### config.mk
export PLATFORM = sky130hd
export DESIGN_NAME = brick_field
export DESIGN_NICKNAME = d
export VERILOG_FILES = /design/src/rtl/brick_field.sv
export SDC_FILE = /design/constraint.sdc
export NUM_CORES = 1
export LEC_CHECK = 0
export CAP_MARGIN = 10
export CORE_ASPECT_RATIO = 0.75
export CORE_MARGIN = 5
export CORE_UTILIZATION = 60
export DETAILED_ROUTE_END_ITERATION = 7
export PLACE_DENSITY = 0.87
export SLEW_MARGIN = 10
export SYNTH_ARGS = -nofsm -noshare
export SYNTH_HDL_FRONTEND = slang
export SYNTH_SLANG_ARGS = --single-unit
### constraint.sdc
create_clock -name clk -period 6.2 [get_ports clk]
set_input_delay 0.62 -clock clk [delete_from_list [all_inputs] [get_ports clk]]
set_output_delay 0.62 -clock clk [all_outputs]
set_load 0.02 [all_outputs]
### src/rtl/brick_field.sv
// Brick wall state plus per-pixel solid/collision decode for the ball, walls and paddle.
// Pixel outputs register one cycle after pix_*; no backpressure, one pixel accepted every cycle.
module brick_field #(
    parameter int BRICK_COLS   = 8,
    parameter int BRICK_ROWS   = 6,
    parameter int BRICK_W      = 78,
    parameter int BRICK_H      = 16,
    parameter int BRICK_LEFT   = 8,
    parameter int BRICK_TOP    = 48,
    parameter int BORDER_WIDTH = 8,
    parameter int BALL_SIZE    = 4,
    parameter int PADDLE_WIDTH = 99,
    parameter int PADDLE_Y     = 456,
    parameter int PADDLE_H     = 8
) (
    input  logic       clk,
    input  logic       nRst,
    input  logic [9:0] pix_x,
    input  logic [8:0] pix_y,
    input  logic       pix_valid,
    input  logic       frame_pulse,
    input  logic       new_game,
    input  logic [9:0] ball_x,
    input  logic [8:0] ball_y,
    input  logic [9:0] paddle_x,
    output logic       brick_pixel,
    output logic [2:0] brick_row,
    output logic       collision,
    output logic       ball_top_col,
    output logic       ball_bottom_col,
    output logic       ball_left_col,
    output logic       ball_right_col,
    output logic [7:0] score,
    output logic [5:0] bricks_left,
    output logic       all_cleared
);

    localparam int NUM_BRICKS = BRICK_ROWS * BRICK_COLS;
    localparam int SCREEN_W   = 640;

    logic [NUM_BRICKS-1:0] alive_q, alive_d;
    logic [5:0]            bricks_left_q, bricks_left_d;
    logic [7:0]            score_q, score_d;
    logic                  pend_vld_q, pend_vld_d;
    logic [5:0]            pend_idx_q, pend_idx_d;

    logic       brick_pixel_q, brick_pixel_d;
    logic [2:0] brick_row_q, brick_row_d;
    logic       collision_q, collision_d;
    logic       top_q, top_d, bottom_q, bottom_d, left_q, left_d, right_q, right_d;

    logic [10:0] x_w, px_w, bx_w;
    logic [9:0]  y_w, by_w;
    logic        col_hit, row_hit;
    logic [2:0]  col_idx, row_idx;
    logic [5:0]  brick_idx;
    logic        brick_live, border, paddle, in_ball, pix_live, collide, brick_hit;

    assign x_w  = {1'b0, pix_x};
    assign y_w  = {1'b0, pix_y};
    assign px_w = {1'b0, paddle_x};
    assign bx_w = {1'b0, ball_x};
    assign by_w = {1'b0, ball_y};

    // Cell edges are stepped out from the field origin one cell width at a time;
    // the last pixel column/row of each cell is the mortar gap and never matches.
    always_comb begin
        col_hit = 1'b0;
        col_idx = '0;
        for (int c = 0; c < BRICK_COLS; c++) begin
            if (x_w >= 11'(BRICK_LEFT + c * BRICK_W) &&
                x_w <= 11'(BRICK_LEFT + (c + 1) * BRICK_W - 2)) begin
                col_hit = 1'b1;
                col_idx = 3'(c);
            end
        end
        row_hit = 1'b0;
        row_idx = '0;
        for (int r = 0; r < BRICK_ROWS; r++) begin
            if (y_w >= 10'(BRICK_TOP + r * BRICK_H) &&
                y_w <= 10'(BRICK_TOP + (r + 1) * BRICK_H - 2)) begin
                row_hit = 1'b1;
                row_idx = 3'(r);
            end
        end
    end

    assign brick_idx  = 6'(row_idx) * 6'(BRICK_COLS) + 6'(col_idx);
    assign brick_live = col_hit & row_hit & alive_q[brick_idx];
    assign border     = (x_w < 11'(BORDER_WIDTH)) ||
                        (x_w >= 11'(SCREEN_W - BORDER_WIDTH)) ||
                        (y_w < 10'(BORDER_WIDTH));
    assign paddle     = (x_w >= px_w) && (x_w <= px_w + 11'(PADDLE_WIDTH - 1)) &&
                        (y_w >= 10'(PADDLE_Y)) && (y_w <= 10'(PADDLE_Y + PADDLE_H - 1));
    assign in_ball    = (x_w >= bx_w) && (x_w <= bx_w + 11'(BALL_SIZE - 1)) &&
                        (y_w >= by_w) && (y_w <= by_w + 10'(BALL_SIZE - 1));

    // The frame boundary cycle blanks the pixel path so no hit straddles two frames.
    assign pix_live  = pix_valid & ~frame_pulse;
    assign collide   = pix_live & (brick_live | border | paddle) & in_ball;
    assign brick_hit = pix_live & brick_live & in_ball;

    always_comb begin
        brick_pixel_d = pix_live & brick_live;
        brick_row_d   = brick_pixel_d ? row_idx : 3'd0;
        collision_d   = collide;
        top_d         = collide & (y_w == by_w);
        bottom_d      = collide & (y_w == by_w + 10'(BALL_SIZE - 1));
        left_d        = collide & (x_w == bx_w);
        right_d       = collide & (x_w == bx_w + 11'(BALL_SIZE - 1));
    end

    always_comb begin
        alive_d       = alive_q;
        bricks_left_d = bricks_left_q;
        score_d       = score_q;
        pend_vld_d    = pend_vld_q;
        pend_idx_d    = pend_idx_q;
        if (new_game) begin
            alive_d       = '1;
            bricks_left_d = 6'(NUM_BRICKS);
            score_d       = '0;
            pend_vld_d    = 1'b0;
        end else if (frame_pulse) begin
            // A hit on a brick that is already gone is discarded without scoring.
            if (pend_vld_q && alive_q[pend_idx_q]) begin
                alive_d[pend_idx_q] = 1'b0;
                bricks_left_d       = bricks_left_q - 6'd1;
                score_d             = (score_q == 8'hFF) ? score_q : score_q + 8'd1;
            end
            pend_vld_d = 1'b0;
        end else if (brick_hit && !pend_vld_q) begin
            pend_vld_d = 1'b1;
            pend_idx_d = brick_idx;
        end
    end

    always_ff @(posedge clk or negedge nRst) begin
        if (!nRst) begin
            alive_q       <= '1;
            bricks_left_q <= 6'(NUM_BRICKS);
            score_q       <= '0;
            pend_vld_q    <= 1'b0;
            pend_idx_q    <= '0;
            brick_pixel_q <= 1'b0;
            brick_row_q   <= '0;
            collision_q   <= 1'b0;
            top_q         <= 1'b0;
            bottom_q      <= 1'b0;
            left_q        <= 1'b0;
            right_q       <= 1'b0;
        end else begin
            alive_q       <= alive_d;
            bricks_left_q <= bricks_left_d;
            score_q       <= score_d;
            pend_vld_q    <= pend_vld_d;
            pend_idx_q    <= pend_idx_d;
            brick_pixel_q <= brick_pixel_d;
            brick_row_q   <= brick_row_d;
            collision_q   <= collision_d;
            top_q         <= top_d;
            bottom_q      <= bottom_d;
            left_q        <= left_d;
            right_q       <= right_d;
        end
    end

    assign brick_pixel     = brick_pixel_q;
    assign brick_row       = brick_row_q;
    assign collision       = collision_q;
    assign ball_top_col    = top_q;
    assign ball_bottom_col = bottom_q;
    assign ball_left_col   = left_q;
    assign ball_right_col  = right_q;
    assign score           = score_q;
    assign bricks_left     = bricks_left_q;
    assign all_cleared     = (bricks_left_q == 6'd0);

endmodule

placement.png
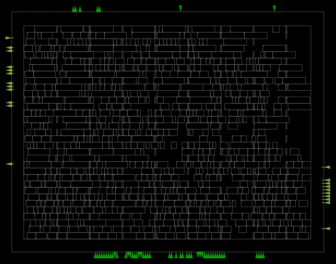
Taps Inserted: 140
CORE AREA: 10900 µm²
utilization of the core after routing: 0.717
non-filler instance count after layout: 953

clk_routes.png
The bar under the picture is 50 µm long.
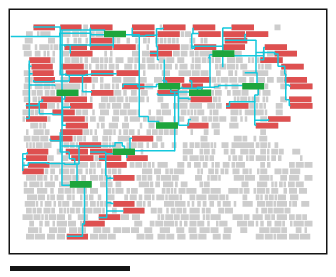
Key: flip-flops = red [count 78]; clock drivers = green [count 9]; clock wires = cyan [length 1040 µm]
There are 10 routed clock nets.
proportion of power drawn by the clock network: 0.440
worst-case clock skew: 0.0105 ns

detail.png
Region (46, 10) to (86, 50) µm. Cells in grey, sequential cells in the stronger grey; small squares are vias.
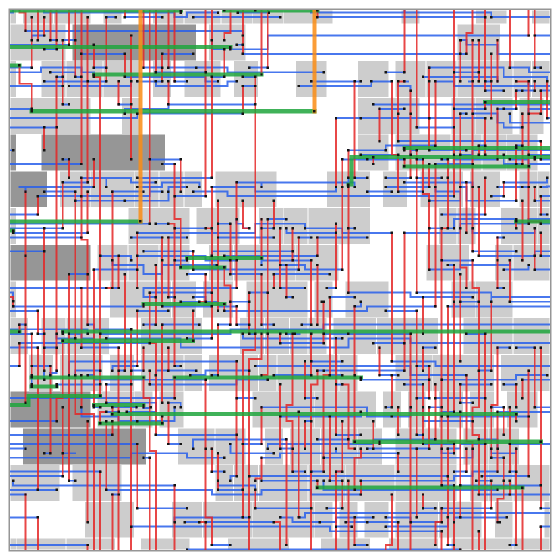
Key: metal 2 = red; metal 3 = green; metal 1 = blue; metal 4 = orange
Netlist names of flops here include brick_row (2). Most frequent: ha_1 (18), nand2_1 (9). 131 logic cells have their middle in the window. Sequential cells in the window: 5.

layer_met3.png
The bar under the picture is 50 µm long.
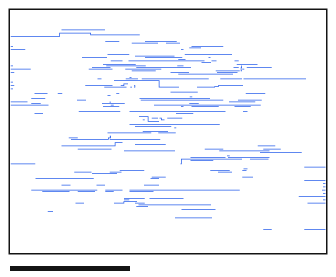
The wires run mostly horizontal. The layer holds 8.4% of the routed length. The layer carries 1600 µm of wire. 121 nets have wire on it.

==> flow_summary_export.csv <==
group,metric,value,unit
critical_path,critical_path.n_buffers_inverters,1,
finish,syn2layout_area_growth,17.3,%
critical_path,critical_path.endpoint_type,"register",
drt,route.antenna.remaining_nets,0,
finish,area.share.sequential,0.259,
drt,met3_length,1600,µm
place,gp_congestion,1.03,
yosys,synth_xor_xnor_area_share,0.0435,
grt,first_global_vias,5884,
outcome,run_status,"finished, final reports clean",
yosys,yosys.area.top_type_share,0.198,
finish,num_antenna_cells,0,
pwr,seq_group,514,µW
critical_path,critical_path_capture_point,"pend_idx_q[3]",
yosys,mux_share,0.0612,
timing,fin_setup_tns,0,ns
clock_tree,cts.root.buffer_cell,"clkbuf_16",
finish,multiInputGateArea,4280,µm²
yosys,largest_area_cell,"dfstp_2",
timing,timing.final.crit_share,0.736,
critical_path,critPathMaxFanout,16,
place,placedCellCount,937,
timing,hold_violations,0,
drt,routed_via_density,6.52,
timing,layout_min_cycle_time,4.57,ns
Power figures rest on the tool's default switching activity, not on a simulated workload.
